`src/rtl/linebuffer_window9x9.sv`:
```
// Raster-stream to KxK window producer: K-1 line buffers feed a shift-register window,
// each complete window is emitted as one flat vector. Define LB_WIN_COORD_EN for top-left coordinate outputs.
module linebuffer_window9x9 #(
  parameter int IMG_W = 28,
  parameter int IMG_H = 28,
  parameter int PIX_W = 7,
  parameter int K     = 9
) (
  input  logic                   clk,
  input  logic                   rst,
  input  logic [PIX_W-1:0]       pix_i,
  input  logic                   pix_valid_i,
  input  logic                   pix_sof_i,
  output logic                   pix_ready_o,
  output logic [K*K*PIX_W-1:0]   win_o,
  output logic                   win_valid_o,
  input  logic                   win_ready_i
`ifdef LB_WIN_COORD_EN
  ,
  output logic [$clog2(IMG_H)-1:0] win_row_o,
  output logic [$clog2(IMG_W)-1:0] win_col_o
`endif
);

  localparam int CW = $clog2(IMG_W);
  localparam int RW = $clog2(IMG_H);
  localparam int WW = K * K * PIX_W;
  localparam int RB = K * PIX_W;

  logic [CW-1:0]    col_r;
  logic [CW-1:0]    eff_col_s;
  logic [CW-1:0]    col_nxt_s;
  logic [RW-1:0]    row_r;
  logic [RW-1:0]    eff_row_s;
  logic [RW-1:0]    row_nxt_s;
  logic             accept_s;
  logic             emit_s;
  logic             last_col_s;
  logic [PIX_W-1:0] lb_r [K-1][IMG_W];
  logic [PIX_W-1:0] newcol_s [K];
  logic [WW-1:0]    win_sr_r;
  logic [WW-1:0]    win_nxt_s;

  // An undelivered window blocks new pixels so the window shift register cannot run ahead.
  assign pix_ready_o = !win_valid_o || win_ready_i;
  assign accept_s    = pix_valid_i && pix_ready_o;

  // Position of the offered pixel (a start-of-frame marker forces it to the origin) and its successor.
  always_comb begin
    eff_col_s  = pix_sof_i ? {CW{1'b0}} : col_r;
    eff_row_s  = pix_sof_i ? {RW{1'b0}} : row_r;
    last_col_s = (eff_col_s == CW'(IMG_W - 1));
    col_nxt_s  = last_col_s ? {CW{1'b0}} : eff_col_s + CW'(1);
    row_nxt_s  = last_col_s ? ((eff_row_s == RW'(IMG_H - 1)) ? {RW{1'b0}} : eff_row_s + RW'(1))
                            : eff_row_s;
    emit_s     = (eff_row_s >= RW'(K - 1)) && (eff_col_s >= CW'(K - 1));
  end

  // Raster position counters.
  always_ff @(posedge clk or posedge rst) begin
    if (rst) begin
      col_r <= {CW{1'b0}};
      row_r <= {RW{1'b0}};
    end else if (accept_s) begin
      col_r <= col_nxt_s;
      row_r <= row_nxt_s;
    end
  end

  // Incoming column, top (oldest row) to bottom (new pixel); lb_r[j] holds row-1-j.
  always_comb begin
    for (int j = 0; j < K - 1; j++) begin
      newcol_s[j] = lb_r[K-2-j][eff_col_s];
    end
    newcol_s[K-1] = pix_i;
  end

  // Each window row drops its leftmost element and takes the new column entry on the right.
  always_comb begin
    win_nxt_s = {WW{1'b0}};
    for (int r = 0; r < K; r++) begin
      win_nxt_s[r*RB +: RB] = {newcol_s[r], win_sr_r[r*RB + PIX_W +: RB - PIX_W]};
    end
  end

  // Line-buffer storage and window shift register; contents are don't-care after reset.
  always_ff @(posedge clk) begin
    if (accept_s) begin
      lb_r[0][eff_col_s] <= pix_i;
      for (int j = 1; j < K - 1; j++) begin
        lb_r[j][eff_col_s] <= lb_r[j-1][eff_col_s];
      end
      win_sr_r <= win_nxt_s;
    end
  end

  // Output window register with valid/ready hold; a fresh window replaces one being taken.
  always_ff @(posedge clk or posedge rst) begin
    if (rst) begin
      win_valid_o <= 1'b0;
      win_o       <= {WW{1'b0}};
`ifdef LB_WIN_COORD_EN
      win_row_o   <= {RW{1'b0}};
      win_col_o   <= {CW{1'b0}};
`endif
    end else if (accept_s && emit_s) begin
      win_valid_o <= 1'b1;
      win_o       <= win_nxt_s;
`ifdef LB_WIN_COORD_EN
      win_row_o   <= eff_row_s - RW'(K - 1);
      win_col_o   <= eff_col_s - CW'(K - 1);
`endif
    end else if (win_ready_i) begin
      win_valid_o <= 1'b0;
    end
  end

endmodule
```
`config.mk`:
```
export PLATFORM = sky130hd
export DESIGN_NAME = linebuffer_window9x9
export DESIGN_NICKNAME = d
export VERILOG_FILES = /design/src/rtl/linebuffer_window9x9.sv
export SDC_FILE = /design/constraint.sdc
export NUM_CORES = 2
export LEC_CHECK = 0
export CAP_MARGIN = 20
export CORE_ASPECT_RATIO = 1.2
export CORE_UTILIZATION = 45
export CTS_BUF_LIST = sky130_fd_sc_hd__clkbuf_16
export CTS_CLUSTER_DIAMETER = 150
export DETAILED_ROUTE_END_ITERATION = 8
export PLACE_DENSITY = 0.62
export SETUP_SLACK_MARGIN = 0.05
export SYNTH_ARGS = -nofsm -noshare
export SYNTH_HDL_FRONTEND = slang
export SYNTH_SLANG_ARGS = --single-unit
```
`constraint.sdc`:
```
create_clock -name clk -period 37 [get_ports clk]
set_clock_uncertainty 0.15 [all_clocks]
set_input_delay 7.4 -clock clk [delete_from_list [all_inputs] [get_ports clk]]
set_output_delay 7.4 -clock clk [all_outputs]
set_load 0.05 [all_outputs]
```
==> summary.txt <==
CP max FO: 3
Top Consumer: sequential cells
Reg area: 0.07669 mm²
Routing usage on met2: 35.23%
Post-Synth AOI/OAI Area: 6.544%
ClkCell Share: 6.968%
Port buffer count: 580
Met3 Wirelength: 17.61 mm
Cell Area, Placed: 0.1088 mm²
Die y size: 517.7 µm
Final #Nets: 6228
Largest net degree at the start of global routing: 159
Status: finished clean
Logic gate share of total power: 9.0%
Largest register FFs: 1568
Routed Antenna Nets: 0
Synth-to-layout area growth: 17.64%
Combinational gate power: 0.595 mW
Initial drt markers: 5139
Grt ovf: 0
Cell internal pwr: 5.043 mW
R2r setup slk: 30.56 ns
Cells after DPL: 8900
Non-clock buffering overhead: 6.300%
Top cell category: flip-flops and latches
Leak: 43.46 nW
Switching Share: 23.92%
Setup CP Type: in -> out
Chip area: 0.2235 mm²
RSZ-0062 raised after global routing: false
Endpoints failing setup: 0
Min-Delay Startpoint: win_sr_r[370]
Cell variety after synth: 61
### Placed standard cells

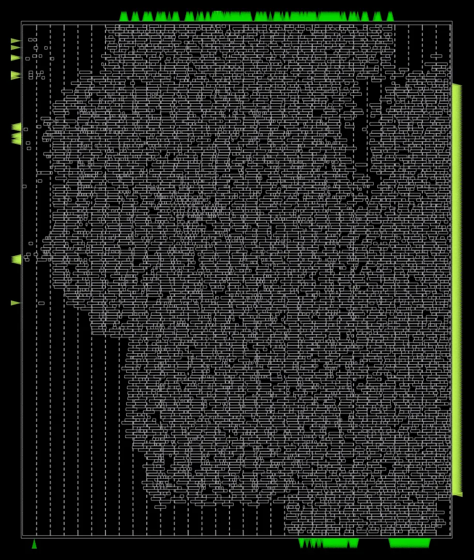
Rows: 188
fraction of area in registers: 65.38%
Filler Cell Count: 17330
post-layout util: 53.45%
seq_cells: 2650

### Wire density map

The die is cut into 22 by 26 equal tiles; black is low, pale yellow is high, scaled to the fullest tile. Values are wire area over tile area, all layers added.
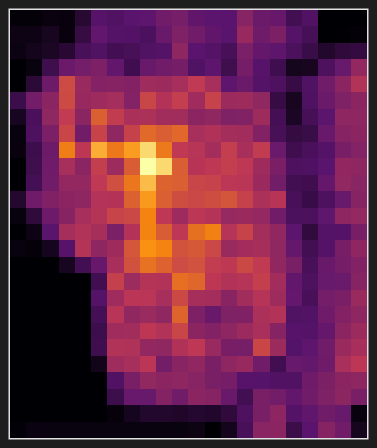
14% of the tiles are over half the peak. 12% of the tiles are nearly empty. The mean over all tiles is 0.18. The densest ninth of the die: middle. The emptiest ninth of the die: bottom left. The fullest tile reaches 0.58.

### Placement by cell class

The bar under the picture is 100 µm long. Fill, decap, tap and diode cells in grey.
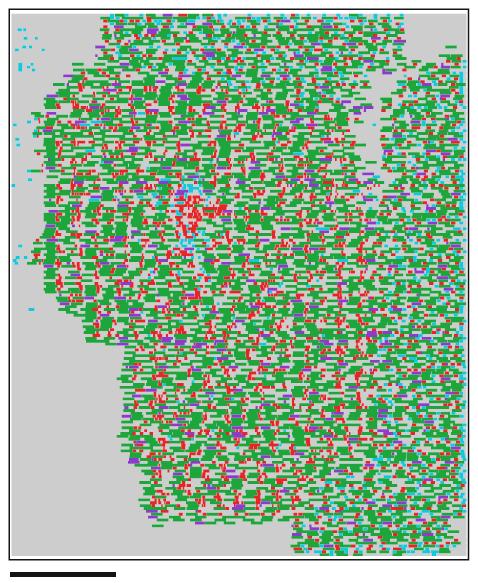
Key: remaining logic cells = red [cells 2575, share of their area 19%]; sequential cells = green [cells 2650, share of their area 68%]; remaining buffers and delay cells = cyan [cells 744, share of their area 6.5%]; clock drivers and dummy loads = purple [cells 455, share of their area 7.2%]

### Wiring by layer

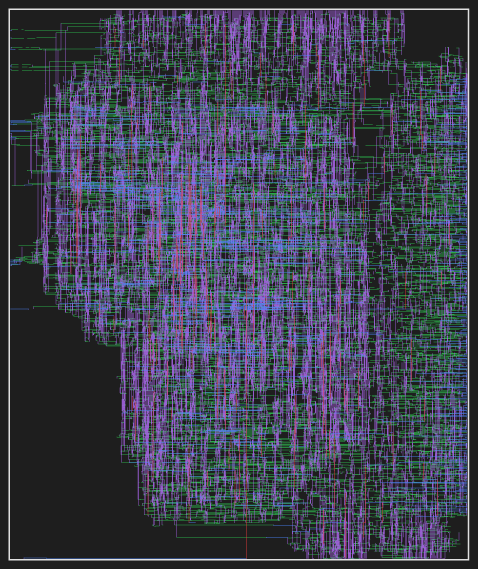
Key: M2 = purple [wire length 119 mm]; M4 = red [wire length 5650 µm]; M1 = green [wire length 103 mm]; M3 = blue [wire length 17600 µm]
GRT Total Usage: 21.49%
routed wire length: 245.3 mm
routed vias: 53070

Power figures rest on the tool's default switching activity, not on a simulated workload.
